<file path="src/rtl/rsa_pkg.sv">
// Shared constants and state encoding for the modular exponentiation datapath.
// Purely declarative: no logic, no latency.
// No backpressure; consumers are single-issue engines.
package rsa_pkg;

    localparam int WIDTH      = 32;
    localparam int MUL_CYCLES = 32;
    localparam int CNT_W      = $clog2(MUL_CYCLES);

    typedef enum logic [2:0] {
        ST_IDLE,
        ST_CHECK,
        ST_MUL_GO,
        ST_MUL_RUN,
        ST_UPDATE,
        ST_FINISH
    } exp_state_t;

endpackage

</file>
<file path="src/rtl/mod_exp_engine_if.sv">
// Request/response bundle between key management and the mod-exp engine.
// Latency: n/a (wires only).
// Backpressure: requester must only raise start while busy is low; otherwise it is ignored.
interface mod_exp_engine_if import rsa_pkg::*; #(parameter int W = WIDTH);
    logic         start;
    logic         abort;
    logic [W-1:0] base;
    logic [W-1:0] exponent;
    logic [W-1:0] modulus;
    logic         busy;
    logic         done;
    logic         error;
    logic [W-1:0] result;

    modport master (output start, abort, base, exponent, modulus,
                    input  busy, done, error, result);
    modport slave  (input  start, abort, base, exponent, modulus,
                    output busy, done, error, result);
endinterface

</file>
<file path="src/rtl/mod_mul.sv">
// Bit-serial interleaved modular multiplier: p = a*b mod n, multiplier bits MSB first.
// Latency: W cycles from start to the one-cycle valid pulse.
// No backpressure; a start while busy restarts the operation. Requires a,b < n.
module mod_mul import rsa_pkg::*; #(parameter int W = WIDTH) (
    input  logic         clk,
    input  logic         rst_n,
    input  logic         start_i,
    input  logic [W-1:0] a_i,
    input  logic [W-1:0] b_i,
    input  logic [W-1:0] n_i,
    output logic         busy_o,
    output logic         valid_o,
    output logic [W-1:0] p_o
);
    localparam int CW = $clog2(W + 1);

    logic [W-1:0]  a_q, b_q, n_q, acc_q;
    logic [CW-1:0] cnt_q;
    logic          busy_q, valid_q;
    logic [W+1:0]  t0, t1, nx;
    logic [W-1:0]  t2;

    // One shift-add step followed by two conditional subtracts; acc < n keeps t < 3n.
    always_comb begin
        nx = {2'b00, n_q};
        t0 = {1'b0, acc_q, 1'b0} + {2'b00, (b_q & {W{a_q[W-1]}})};
        t1 = (t0 >= nx) ? (t0 - nx) : t0;
        t2 = (t1 >= nx) ? W'(t1 - nx) : W'(t1);
    end

    // Operand capture on start, then one multiplier bit per cycle.
    always_ff @(posedge clk or negedge rst_n) begin
        if (!rst_n) begin
            a_q     <= '0;
            b_q     <= '0;
            n_q     <= '0;
            acc_q   <= '0;
            cnt_q   <= '0;
            busy_q  <= 1'b0;
            valid_q <= 1'b0;
        end else if (start_i) begin
            a_q     <= a_i;
            b_q     <= b_i;
            n_q     <= n_i;
            acc_q   <= '0;
            cnt_q   <= CW'(W);
            busy_q  <= 1'b1;
            valid_q <= 1'b0;
        end else if (busy_q) begin
            acc_q   <= t2;
            a_q     <= a_q << 1;
            cnt_q   <= cnt_q - CW'(1);
            busy_q  <= (cnt_q != CW'(1));
            valid_q <= (cnt_q == CW'(1));
        end else begin
            valid_q <= 1'b0;
        end
    end

    assign busy_o  = busy_q;
    assign valid_o = valid_q;
    assign p_o     = acc_q;
endmodule

</file>
<file path="src/rtl/mod_exp_engine.sv">
// Right-to-left square-and-multiply modular exponentiation, constant 34 cycles per exponent bit.
// Latency: 2 + 34*(k+1) cycles, k = index of highest set exponent bit; 2 cycles on error or exponent 0.
// Backpressure: start ignored while busy; abort cancels immediately without a done pulse.
module mod_exp_engine import rsa_pkg::*; (
    input  logic            clk,
    input  logic            rst_n,
    mod_exp_engine_if.slave bus
);
    exp_state_t       state_q, state_d;
    logic [WIDTH-1:0] s_q, s_d, r_q, r_d, e_q, e_d, n_q, n_d, res_q, res_d;
    logic [CNT_W-1:0] cnt_q, cnt_d;
    logic             busy_q, busy_d, done_q, done_d, err_q, err_d, errp_q, errp_d;
    logic             mul_go;
    logic [WIDTH-1:0] pa, ps;
    logic             pa_busy, ps_busy, pa_vld, ps_vld;

    // Mult A: R*S (multiply step); Mult S: S*S (square step); both see the pre-update S.
    mod_mul #(.W(WIDTH)) u_mul_a (.clk(clk), .rst_n(rst_n), .start_i(mul_go),
        .a_i(r_q), .b_i(s_q), .n_i(n_q), .busy_o(pa_busy), .valid_o(pa_vld), .p_o(pa));
    mod_mul #(.W(WIDTH)) u_mul_s (.clk(clk), .rst_n(rst_n), .start_i(mul_go),
        .a_i(s_q), .b_i(s_q), .n_i(n_q), .busy_o(ps_busy), .valid_o(ps_vld), .p_o(ps));

    // State and datapath registers.
    always_ff @(posedge clk or negedge rst_n) begin
        if (!rst_n) begin
            state_q <= ST_IDLE;
            s_q     <= '0;
            r_q     <= '0;
            e_q     <= '0;
            n_q     <= '0;
            res_q   <= '0;
            cnt_q   <= '0;
            busy_q  <= 1'b0;
            done_q  <= 1'b0;
            err_q   <= 1'b0;
            errp_q  <= 1'b0;
        end else begin
            state_q <= state_d;
            s_q     <= s_d;
            r_q     <= r_d;
            e_q     <= e_d;
            n_q     <= n_d;
            res_q   <= res_d;
            cnt_q   <= cnt_d;
            busy_q  <= busy_d;
            done_q  <= done_d;
            err_q   <= err_d;
            errp_q  <= errp_d;
        end
    end

    // Next-state and datapath updates; abort overrides everything outside IDLE.
    always_comb begin
        state_d = state_q;
        s_d     = s_q;
        r_d     = r_q;
        e_d     = e_q;
        n_d     = n_q;
        res_d   = res_q;
        cnt_d   = cnt_q;
        busy_d  = busy_q;
        done_d  = 1'b0;
        err_d   = err_q;
        errp_d  = errp_q;
        mul_go  = 1'b0;
        case (state_q)
            ST_IDLE: begin
                if (bus.start) begin
                    s_d     = bus.base;
                    e_d     = bus.exponent;
                    n_d     = bus.modulus;
                    busy_d  = 1'b1;
                    err_d   = 1'b0;
                    errp_d  = 1'b0;
                    state_d = ST_CHECK;
                end
            end
            ST_CHECK: begin
                if ((n_q < WIDTH'(2)) || (s_q >= n_q)) begin
                    errp_d  = 1'b1;
                    r_d     = '0;
                    state_d = ST_FINISH;
                end else begin
                    r_d     = WIDTH'(1);
                    state_d = (e_q == '0) ? ST_FINISH : ST_MUL_GO;
                end
            end
            ST_MUL_GO: begin
                mul_go  = 1'b1;
                cnt_d   = '0;
                state_d = ST_MUL_RUN;
            end
            ST_MUL_RUN: begin
                cnt_d = cnt_q + CNT_W'(1);
                // Fixed cycle count; a stopped multiplier pair also ends the wait defensively.
                if ((cnt_q == CNT_W'(MUL_CYCLES - 1)) || !(pa_busy || ps_busy))
                    state_d = ST_UPDATE;
            end
            ST_UPDATE: begin
                if (pa_vld && ps_vld) begin
                    if (e_q[0])
                        r_d = pa;
                    s_d = ps;
                end
                e_d     = e_q >> 1;
                state_d = (e_q[WIDTH-1:1] == '0) ? ST_FINISH : ST_MUL_GO;
            end
            ST_FINISH: begin
                res_d   = errp_q ? '0 : r_q;
                err_d   = errp_q;
                done_d  = 1'b1;
                busy_d  = 1'b0;
                state_d = ST_IDLE;
            end
            default: state_d = ST_IDLE;
        endcase
        if (bus.abort && (state_q != ST_IDLE)) begin
            state_d = ST_IDLE;
            busy_d  = 1'b0;
            done_d  = 1'b0;
            res_d   = res_q;
            err_d   = err_q;
            mul_go  = 1'b0;
        end
    end

    assign bus.busy   = busy_q;
    assign bus.done   = done_q;
    assign bus.error  = err_q;
    assign bus.result = res_q;
endmodule
</file>
<file path="src/flat_wrapper.sv">
// flat-port wrapper written by rule: the top's interface ports become plain ports
module mod_exp_engine_flat import rsa_pkg::*;
  (clk, rst_n, bus_start, bus_abort, bus_base, bus_exponent, bus_modulus, bus_busy, bus_done, bus_error, bus_result);
  mod_exp_engine_if bus_i ();
  input  logic clk;
  input  logic rst_n;
  input wire logic [$bits(bus_i.start)-1:0] bus_start;
  input wire logic [$bits(bus_i.abort)-1:0] bus_abort;
  input wire logic [$bits(bus_i.base)-1:0] bus_base;
  input wire logic [$bits(bus_i.exponent)-1:0] bus_exponent;
  input wire logic [$bits(bus_i.modulus)-1:0] bus_modulus;
  output wire logic [$bits(bus_i.busy)-1:0] bus_busy;
  output wire logic [$bits(bus_i.done)-1:0] bus_done;
  output wire logic [$bits(bus_i.error)-1:0] bus_error;
  output wire logic [$bits(bus_i.result)-1:0] bus_result;
  assign bus_i.start = bus_start;
  assign bus_i.abort = bus_abort;
  assign bus_i.base = bus_base;
  assign bus_i.exponent = bus_exponent;
  assign bus_i.modulus = bus_modulus;
  assign bus_busy = bus_i.busy;
  assign bus_done = bus_i.done;
  assign bus_error = bus_i.error;
  assign bus_result = bus_i.result;
  mod_exp_engine u_core (.clk(clk), .rst_n(rst_n), .bus(bus_i));
endmodule
</file>
<file path="config.mk">
export PLATFORM = sky130hd
export DESIGN_NAME = mod_exp_engine_flat
export DESIGN_NICKNAME = d
export VERILOG_FILES = /design/src/rtl/rsa_pkg.sv /design/src/rtl/mod_exp_engine_if.sv /design/src/rtl/mod_mul.sv /design/src/rtl/mod_exp_engine.sv /design/src/flat_wrapper.sv
export SDC_FILE = /design/constraint.sdc
export NUM_CORES = 1
export LEC_CHECK = 0
export ABC_AREA = 1
export CAP_MARGIN = 30
export CORE_MARGIN = 2
export CORE_UTILIZATION = 50
export CTS_CLUSTER_SIZE = 8
export DETAILED_ROUTE_END_ITERATION = 7
export MAX_ROUTING_LAYER = met4
export PLACE_DENSITY = 0.7
export SLEW_MARGIN = 20
export SYNTH_ARGS = -nofsm -noshare
export SYNTH_HDL_FRONTEND = slang
export SYNTH_HIERARCHICAL = 1
export SYNTH_SLANG_ARGS = --single-unit
</file>
<file path="constraint.sdc">
create_clock -name clk -period 5.8 [get_ports clk]
set_input_delay 1.16 -clock clk [delete_from_list [all_inputs] [get_ports clk]]
set_output_delay 1.16 -clock clk [all_outputs]
set_load 0.02 [all_outputs]
</file>
### The metal 1 layer, run 1

Bar = 100 µm.
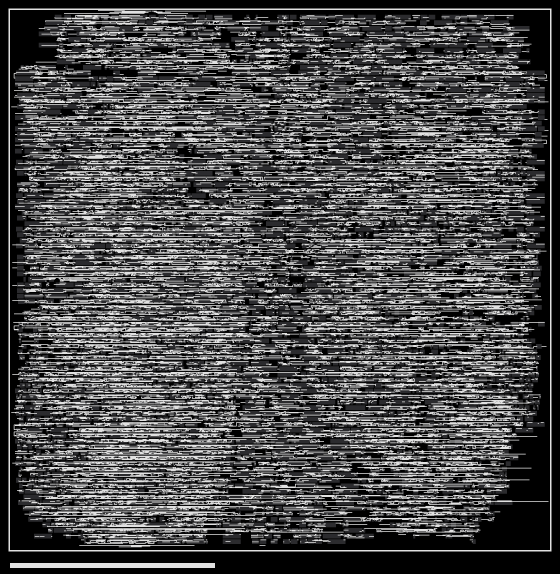
longest straight run	96.6 µm
nets with wire on the layer	6,192
wire length on this layer	55.7 mm
total wire length: 153.2 mm
total number of vias: 40,620
met1 track utilization from global routing: 46.59%

### Cell classes on the final placement, run 1

Fill, decap, tap and diode cells in grey.
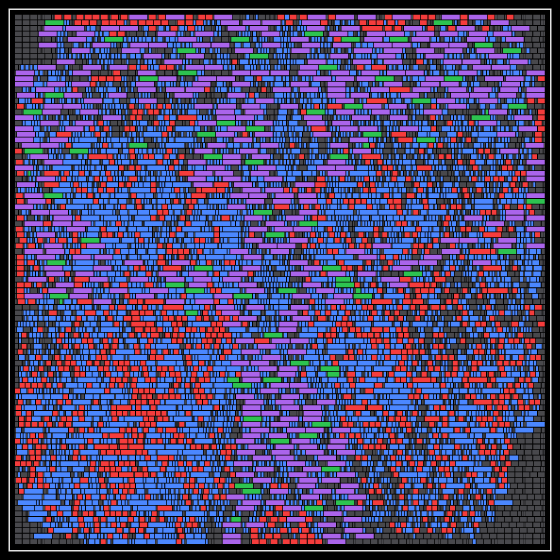
colour	class	cells
purple	sequential cells	444
blue	combinational and other logic	4,398
red	remaining buffers and delay cells	1,275
green	clock drivers and dummy loads	76
standard-cell row count: 95
final core utilization: 77.50%

### Wiring by layer, run 1

Bar = 100 µm. Two of the layers only.
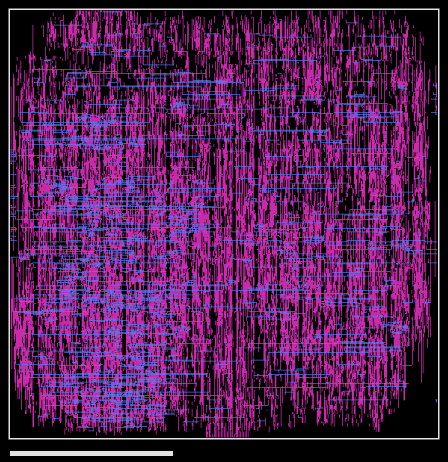
colour	layer	wire length
magenta	metal 2	68.2 mm
blue	metal 3	13,000 µm
detail-routed net length per standard cell: 21.67 µm
global-route usage over all layers: 40.55%

==> flow_summary.html, run 1 <==
<!-- implementation run metrics -->
<table>
<tr><th>Metric</th><th>Value</th></tr>
<tr><th colspan="2">Final timing</th></tr>
<tr><td>Clock Skews</td><td>0.04034 ns</td></tr>
<tr><td>Maximum operating frequency</td><td>152.7 MHz</td></tr>
<tr><td>Final hold slack</td><td>0.4695 ns</td></tr>
<tr><td>Final number of max-transition violations</td><td>0</td></tr>
<tr><td>Max-Slew Margin vs Limit</td><td>37.03%</td></tr>
<tr><td>Setup repair after global routing missed its margin</td><td>true</td></tr>
<tr><td>Setup Viol. Count Final</td><td>64</td></tr>
<tr><td>Setup WS post-layout</td><td>-0.7486 ns</td></tr>
<tr><td>Min cycle time layout</td><td>6.549 ns</td></tr>
<tr><th colspan="2">Clock tree</th></tr>
<tr><td>Clock latency on the worst-skew pair</td><td>0.61 ns</td></tr>
<tr><td>Number of buffers inserted during clock tree synthesis</td><td>66</td></tr>
<tr><td>Clock root buffer master</td><td>sky130_fd_sc_hd__clkbuf_16</td></tr>
<tr><td>H-tree depth</td><td>3</td></tr>
<tr><th colspan="2">Synthesis</th></tr>
<tr><td>Mux share of post-synthesis cell area</td><td>0%</td></tr>
<tr><td>Number of synthesized register bits</td><td>444</td></tr>
<tr><td>Number of cells produced by synthesis</td><td>4,991</td></tr>
<tr><td>Distinct cell type count after synthesis</td><td>58</td></tr>
<tr><td>Number of flops mapped to enable cells by yosys</td><td>0</td></tr>
<tr><td>Warning count from the yosys run</td><td>6</td></tr>
<tr><td>Synth Area in Compound Gates</td><td>12.48%</td></tr>
<tr><td>Main combinational cell family by area after synthesis</td><td>simple AND/OR/NAND/NOR gates</td></tr>
<tr><td>Top cell type by instance count after synthesis</td><td>sky130_fd_sc_hd__nand2_1</td></tr>
<tr><td>Share of the synthesized area in the top cell type</td><td>33.06%</td></tr>
<tr><td>Cell count in the Yosys report</td><td>4,991</td></tr>
<tr><td>Area leader, netlist</td><td>sky130_fd_sc_hd__dfrtp_1</td></tr>
<tr><td>Proportion of register bits with asynchronous set or reset after synthesis</td><td>100.0%</td></tr>
<tr><td>Floorplan net count</td><td>5,325</td></tr>
<tr><td>Adder-Cell Fraction of Synth Area</td><td>8.847%</td></tr>
<tr><td>Main flop type after synthesis</td><td>sky130_fd_sc_hd__dfrtp_1</td></tr>
<tr><th colspan="2">Final layout</th></tr>
<tr><td>Finished Cell Area</td><td>51,770 µm²</td></tr>
<tr><td>Number of cells in the finished layout apart from fillers</td><td>7,070</td></tr>
<tr><td>Final #Nets</td><td>6,519</td></tr>
<tr><td>Fill count</td><td>4,590</td></tr>
<tr><td>Area growth from synthesis to layout</td><td>54.05%</td></tr>
<tr><th colspan="2">Critical path</th></tr>
<tr><td>Slowest cell delay on critical path</td><td>0.50 ns</td></tr>
<tr><td>Category of the worst setup path capture point</td><td>flip-flop</td></tr>
<tr><td>Critical path startpoint category</td><td>flip-flop</td></tr>
<tr><td>End point of the critical path</td><td>u_core/u_mul_s/p_o[11]$_DFFE_PN0P_</td></tr>
<tr><td>R2R setup slack</td><td>-0.75 ns</td></tr>
<tr><td>Worst r2r src</td><td>u_core/u_mul_s/a_q[31]$_DFFE_PN0P_</td></tr>
<tr><td>R2r worst-path depth</td><td>46</td></tr>
<tr><td>Most common cell on crit path</td><td>sky130_fd_sc_hd__nand2_2</td></tr>
<tr><th colspan="2">Global routing</th></tr>
<tr><td>Number of global-route vias before repair</td><td>37,740</td></tr>
<tr><td>Global-route congestion overflow total</td><td>0</td></tr>
<tr><td>Pin count of the biggest net entering global routing</td><td>211</td></tr>
<tr><th colspan="2">Floorplan</th></tr>
<tr><td>Fp_density</td><td>50.31%</td></tr>
<tr><td>Die extent in x</td><td>263.2 µm</td></tr>
<tr><th colspan="2">Placed design</th></tr>
<tr><td>Input/output buffers</td><td>134</td></tr>
<tr><td>Detailed Place HPWL</td><td>104.4 mm</td></tr>
<tr><td>Cells after DPL</td><td>6,739</td></tr>
<tr><th colspan="2">Routing</th></tr>
<tr><td>Number of nets with antenna violations after routing</td><td>0</td></tr>
<tr><td>Number of DRC markers after the initial detailed-route iteration</td><td>4,222</td></tr>
<tr><td>DRC viols</td><td>0</td></tr>
<tr><td>Routed vias/inst</td><td>5.746</td></tr>
<tr><td>First-pass iteration count of the detailed router</td><td>6</td></tr>
<tr><th colspan="2">Worst hold path</th></tr>
<tr><td>Hold Path Depth</td><td>2</td></tr>
<tr><td>Hold Crit Endpoint</td><td>u_core/u_mul_s/b_q[19]$_DFFE_PN0P_</td></tr>
<tr><th colspan="2">Outcome</th></tr>
<tr><td>Violated checks</td><td>setup timing</td></tr>
<tr><td>Outcome</td><td>complete, but fails checks</td></tr>
<tr><th colspan="2">Flow run</th></tr>
<tr><td>Max-capacitance violation count</td><td>0</td></tr>
</table>
==> run 1: layout by cell type (no fill, tap or decap), types with 76 or more instances in the layout <==
master / count
sky130_fd_sc_hd__nand2_1: 1429
sky130_fd_sc_hd__clkbuf_16: 76
sky130_fd_sc_hd__a21oi_1: 114
sky130_fd_sc_hd__a21oi_2: 77
sky130_fd_sc_hd__nor2_1: 235
sky130_fd_sc_hd__nand2_4: 91
sky130_fd_sc_hd__o21ai_0: 178
sky130_fd_sc_hd__ha_1: 88
sky130_fd_sc_hd__inv_1: 640
sky130_fd_sc_hd__buf_4: 1037
sky130_fd_sc_hd__dfrtp_1: 442
sky130_fd_sc_hd__ha_4: 131
sky130_fd_sc_hd__nand2_2: 235
sky130_fd_sc_hd__clkdlybuf4s50_1: 133
sky130_fd_sc_hd__inv_2: 106
sky130_fd_sc_hd__nand3_1: 223
==> run 1: layout make-up <==
type,instances,area [µm²],share of cell area (%)
well taps,873,1092,2.110
multi-input cells,3642,24080,46.52
flip-flops and latches,444,11110,21.47
diodes,4,10.01,0.01934
inverters,756,2853,5.511
clock inverters,7,90.09,0.1740
clock buffers,69,1673,3.231
repair buffers,1275,10860,20.97
==> run 1: registers in the layout (all words and copies together) (netlist names), 32 cells and up <==
name	flops
u_core/e_q	32
u_core/u_mul_s/n_q	32
u_core/u_mul_a/p_o	32
u_core/u_mul_s/b_q	32
u_core/u_mul_a/b_q	32
u_core/u_mul_s/a_q	32
u_core/u_mul_a/n_q	32
u_core/u_mul_s/p_o	32
u_core/bus.result	32
u_core/n_q	32
u_core/u_mul_a/a_q	32
u_core/r_q	32
u_core/s_q	32
==> run 1: metrics by stage <==
stage	TNS [ns]	setup WS (ns)	utilization, %
6_report	-28.97	-0.7486	77.50
5_1_grt	-34.85	-0.7453	77.50
4_1_cts	-1.131	-0.08336	71.99
3_5_place_dp	-34.13	-0.6260	63.30
3_3_place_gp	-26.97	-0.4837	63.22
2_1_floorplan	0	0.003453	-
==> run 1: cell families (layout without fill, tap and decap cells) <==
group           Yosys count  count (layout)
compound gates          703             703
xor+xnor                143             143
fa+ha+maj               234             234
buf+inv                 908            2107
flops                   444             444
other cells               0               4
simple gates           2559            2562
==> run 1: metal layers <==
metal  wire (µm)  up-vias  part of all wire (%)  track usage (%)
met5           0        -                     0                -
met4       16250        0                    11            31.14
met3       12990      917                   8.5            6.407
met2       68240     2360                    45            63.86
met1       55710    18980                    36            46.59
li1            -    18370                     -                -
==> run 1: critical path: cells and delay by family, from the launching register on <==
kind            cells  cell delay (ns)
flops               1             0.50
compound gates      6             1.03
xor+xnor            1             0.14
fa+ha+maj           3             0.78
buf+inv            12             1.64
simple gates       24             2.34
==> run 1: timing repair <==
action | 4_1_cts | 5_1_grt
hold buffers | 0 | 0
cloned | 14 | 12
endpoints found under the hold margin | 0 | 0
setup endpoints to repair | 64 | 64
setup buffers | 153 | 83
gates resized | 564 | 722
pin swaps | 147 | 293
==> run 2, diff against run 1 <==
- CELL_PAD_IN_SITES_DETAIL_PLACEMENT: not set -> 1
- CELL_PAD_IN_SITES_GLOBAL_PLACEMENT: not set -> 2
- CORE_UTILIZATION: 50 -> 32
- CTS_CLUSTER_SIZE: 8 -> not set
- PLACE_DENSITY: 0.7 -> not set
- PLACE_DENSITY_LB_ADDON: not set -> 0.1
==> run 2 against run 1 <==
The run still ends with setup timing left. Core utilization down 26 points. Wire length up 11%. Non-clock buffer count increased by 12.
==> flow_summary.html, run 2 <==
<!-- implementation run metrics -->
<table>
<tr><th>Metric</th><th>Value</th></tr>
<tr><th colspan="2">Critical path</th></tr>
<tr><td>CP bufs+invs</td><td>13</td></tr>
<tr><td>Crit. Startpoint</td><td>u_core/u_mul_s/a_q[31]$_DFFE_PN0P_</td></tr>
<tr><td>Kind of cell with the highest combined delay on the critical path</td><td>simple AND/OR/NAND/NOR gates</td></tr>
<tr><td>CP Class</td><td>reg2reg</td></tr>
<tr><td>Critical path startpoint category</td><td>flip-flop</td></tr>
<tr><td>Most common cell on crit path</td><td>sky130_fd_sc_hd__nand2_4</td></tr>
<tr><td>Slowest cell delay on critical path</td><td>0.52 ns</td></tr>
<tr><td>Slowest CP cell</td><td>sky130_fd_sc_hd__dfrtp_2</td></tr>
<tr><td>CP Data Arrival Time</td><td>6.65 ns</td></tr>
<tr><td>Worst r2r src</td><td>u_core/u_mul_s/a_q[31]$_DFFE_PN0P_</td></tr>
<tr><td>R2R setup slack</td><td>-0.30 ns</td></tr>
<tr><td>Largest driver fanout on the critical path</td><td>8</td></tr>
<tr><td>Category of the worst setup path capture point</td><td>flip-flop</td></tr>
<tr><td>Required time at the endpoint of the critical path</td><td>6.35 ns</td></tr>
<tr><th colspan="2">Synthesis</th></tr>
<tr><td>Cell types occupying the most area after synthesis</td><td>sky130_fd_sc_hd__dfrtp_1, sky130_fd_sc_hd__nand2_1, sky130_fd_sc_hd__ha_1</td></tr>
<tr><td>Number of synthesized register bits</td><td>444</td></tr>
<tr><td>Post-synth top cells</td><td>sky130_fd_sc_hd__nand2_1, sky130_fd_sc_hd__inv_1, sky130_fd_sc_hd__dfrtp_1, sky130_fd_sc_hd__nor2_1, sky130_fd_sc_hd__nand3_1</td></tr>
<tr><td>Sequential-to-total area share from yosys stat</td><td>33.06%</td></tr>
<tr><td>Number of flops mapped to enable cells by yosys</td><td>0</td></tr>
<tr><td>Area leader, netlist</td><td>sky130_fd_sc_hd__dfrtp_1</td></tr>
<tr><td>Proportion of register bits with asynchronous set or reset after synthesis</td><td>100.0%</td></tr>
<tr><td>Top cell type by instance count after synthesis</td><td>sky130_fd_sc_hd__nand2_1</td></tr>
<tr><td>Number of cells produced by synthesis</td><td>4,991</td></tr>
<tr><td>Share of the synthesized area in the top cell type</td><td>33.06%</td></tr>
<tr><td>Post-synth design cell area</td><td>33,600 µm²</td></tr>
<tr><td>Warning count from the yosys run</td><td>6</td></tr>
<tr><td>Distinct cell type count after synthesis</td><td>58</td></tr>
<tr><td>Synthesized area divided by synthesized cell count</td><td>6.733 µm²</td></tr>
<tr><td>Chip area estimate from yosys synthesis</td><td>33,600 µm²</td></tr>
<tr><td>Cell count in the Yosys report</td><td>4,991</td></tr>
<tr><td>Floorplan net count</td><td>5,325</td></tr>
<tr><td>Main flop type after synthesis</td><td>sky130_fd_sc_hd__dfrtp_1</td></tr>
<tr><th colspan="2">Global routing</th></tr>
<tr><td>Number of global-route vias before repair</td><td>39,670</td></tr>
<tr><td>Initial antenna violation count</td><td>1</td></tr>
<tr><td>Pin count of the biggest net entering global routing</td><td>187</td></tr>
<tr><td>Global-route congestion overflow total</td><td>0</td></tr>
<tr><td>First-pass GRT wire length</td><td>243.4 mm</td></tr>
<tr><th colspan="2">Flow run</th></tr>
<tr><td>Tool warning count</td><td>39</td></tr>
<tr><td>Max-capacitance violation count</td><td>0</td></tr>
<tr><th colspan="2">Routing</th></tr>
<tr><td>Total number of vias</td><td>38,210</td></tr>
<tr><td>Number of nets with antenna violations after routing</td><td>0</td></tr>
<tr><td>DRC viols</td><td>0</td></tr>
<tr><td>Routed vias/inst</td><td>5.020</td></tr>
<tr><td>First-pass iteration count of the detailed router</td><td>5</td></tr>
<tr><td>Number of DRC markers after the initial detailed-route iteration</td><td>2,060</td></tr>
<tr><td>Total wire length</td><td>169.4 mm</td></tr>
<tr><th colspan="2">Outcome</th></tr>
<tr><td>Outcome</td><td>complete, but fails checks</td></tr>
<tr><td>Violated checks</td><td>setup timing</td></tr>
<tr><th colspan="2">Placed design</th></tr>
<tr><td>Input/output buffers</td><td>134</td></tr>
<tr><td>DP Area</td><td>43,420 µm²</td></tr>
<tr><td>Detailed Place HPWL</td><td>129.0 mm</td></tr>
<tr><td>GPL Wtd Cong</td><td>0.9574</td></tr>
<tr><th colspan="2">Final timing</th></tr>
<tr><td>Setup repair after global routing missed its margin</td><td>true</td></tr>
<tr><td>Setup Viol. Count Final</td><td>64</td></tr>
<tr><td>Maximum operating frequency</td><td>164.0 MHz</td></tr>
<tr><td>Final number of max-transition violations</td><td>0</td></tr>
<tr><td>Max-Slew Margin vs Limit</td><td>34.49%</td></tr>
<tr><td>Transition at the pin with the smallest max-transition slack</td><td>0.9827 ns</td></tr>
<tr><td>Setup WS post-layout</td><td>-0.2990 ns</td></tr>
<tr><td>Min cycle time layout</td><td>6.099 ns</td></tr>
<tr><td>Post-route fraction of the period consumed by the critical path</td><td>105.2%</td></tr>
<tr><td>Number of hold-slack violations in the final timing report</td><td>0</td></tr>
<tr><th colspan="2">Clock tree</th></tr>
<tr><td>Number of buffers inserted during clock tree synthesis</td><td>55</td></tr>
<tr><td>Clock-pin slew on the worst setup and hold paths</td><td>0.06 ns</td></tr>
<tr><td>Clock root buffer master</td><td>sky130_fd_sc_hd__clkbuf_16</td></tr>
<tr><td>TritonCTS clock tree</td><td>yes</td></tr>
<tr><td>H-tree depth</td><td>2</td></tr>
<tr><td>Maximum clock insertion buffer count</td><td>3</td></tr>
<tr><th colspan="2">Final layout</th></tr>
<tr><td>Area growth from synthesis to layout</td><td>59.84%</td></tr>
<tr><td>Fraction of final layout cells sized beyond drive strength 1</td><td>38.22%</td></tr>
<tr><td>Final #Nets</td><td>6,520</td></tr>
<tr><td>Fill count</td><td>12,620</td></tr>
<tr><td>Commonest Layout Cell</td><td>sky130_fd_sc_hd__nand2_1</td></tr>
<tr><td>Most frequently placed logic cells in the final layout</td><td>sky130_fd_sc_hd__nand2_1, sky130_fd_sc_hd__buf_4, sky130_fd_sc_hd__inv_1</td></tr>
<tr><td>Register area</td><td>11,110 µm²</td></tr>
<tr><td>Final core utilization</td><td>51.75%</td></tr>
<tr><td>Combinational gate area</td><td>25,070 µm²</td></tr>
<tr><td>Finished Cell Area</td><td>53,720 µm²</td></tr>
<tr><th colspan="2">Floorplan</th></tr>
<tr><td>Standard-cell row count</td><td>118</td></tr>
<tr><td>Top-level port count</td><td>135</td></tr>
<tr><td>Core area</td><td>103,800 µm²</td></tr>
<tr><td>Die extent in x</td><td>328.1 µm</td></tr>
<tr><td>Total die area</td><td>107,600 µm²</td></tr>
<tr><td>Fp_density</td><td>32.38%</td></tr>
<tr><td>Die height</td><td>328.1 µm</td></tr>
<tr><th colspan="2">Worst hold path</th></tr>
<tr><td>Kind of path behind the tightest hold check</td><td>in2async</td></tr>
</table>
run 2: worst paths after layout:
path	to	cells after the start
max	u_core/u_mul_s/p_o[2]$_DFFE_PN0P_	44
min	u_core/u_mul_a/n_q[1]$_DFFE_PN0P_	1
max reg2reg	u_core/u_mul_s/p_o[2]$_DFFE_PN0P_	44
min reg2reg	u_core/u_mul_s/b_q[11]$_DFFE_PN0P_	2
max in group asynchronous	u_core/s_q[23]$_DFFE_PN0P_	2
min in group clk	u_core/u_mul_s/b_q[11]$_DFFE_PN0P_	2
run 2: per-layer routing:
| layer | global-route usage [%] | wire (µm) | share of wire, % |
|---|---|---|---|
| met1 | 36.36 | 70850 | 42 |
| met2 | 53.66 | 84390 | 50 |
| met3 | 2.494 | 4109 | 2.4 |
| met4 | 13.62 | 10080 | 6.0 |
| met5 | - | 0 | 0 |
run 2: area by class of cell:
type	count	area share [%]
clock buffers	72	2.926
clock inverters	29	0.8036
inverters	756	5.339
diodes	1	0.004659
multi-input cells	3642	46.67
flip-flops and latches	444	20.69
well taps	1380	3.214
repair buffers	1287	20.36
run 2: logic make-up after synthesis:
logic type / count (synthesis) / share of synthesized area [%]
buffers and inverters: 908 / 10.50
AND/OR/NAND/NOR: 2559 / 31.38
AND-OR/OR-AND: 703 / 12.48
XOR/XNOR: 143 / 3.727
adder cells (fa/ha/maj): 234 / 8.847
flip-flops: 444 / 33.06
run 2: worst reg2reg max path, delay by kind of cell (launching register included):
family                     cells  cell delay, ns
AOI/OAI and AO/OA              5            0.56
adders and majority gates      4            1.13
xor gates and xnor gates       1            0.12
DFF                            1            0.52
buffers and inverters         13            1.61
and+or+nand+nor               21            2.06
run 2: timing repair:
action	CTS	global route
pin swaps	182	316
endpoints found under the setup margin	64	64
hold buffers	0	0
setup buffers	101	83
resized	785	730
cloned	18	7
run 2: per-stage QoR:
stage          TNS, ns  cells  setup slack, ns  hold slack, ns
3_3_place_gp    -50.87   7311          -0.9410          0.4560
2_1_floorplan        0   4991         0.003453          0.4417
5_1_grt         -29.18   7610          -0.5346          0.4892
4_1_cts         -4.709   7531          -0.1176          0.4785
6_report        -14.69   7611          -0.2990          0.4335
3_5_place_dp    -60.85   7312           -1.003          0.4588
### Wiring by layer, run 2

Bar = 100 µm. Two of the layers only.
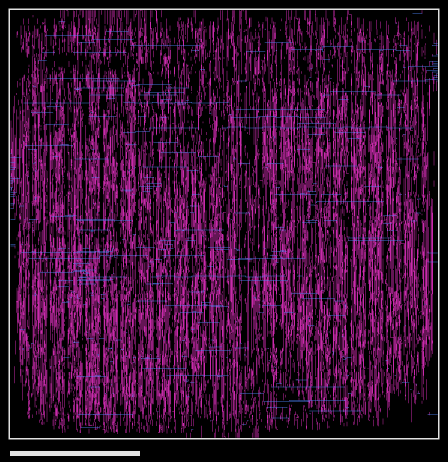
colour	layer	wire length
blue	metal 3	4,110 µm
magenta	metal 2	84.4 mm
detail-routed net length per standard cell: 22.26 µm
global-route usage over all layers: 30.85%

### Clock routing, run 2

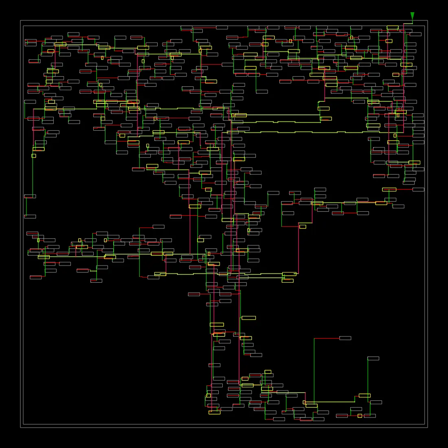
flop count: 444
number of sinks handled by clock tree synthesis: 444

### Clock distribution, run 2

Bar = 100 µm.
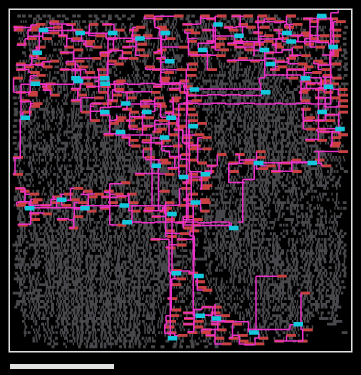
[red] flip-flops | count: 444
[cyan] clock drivers | count: 55
[magenta] clock wires | length: 7,490 µm
flops lie	all over the die
Clock Skews: 0.01997 ns
clock latency on the worst-skew pair: 0.66 ns

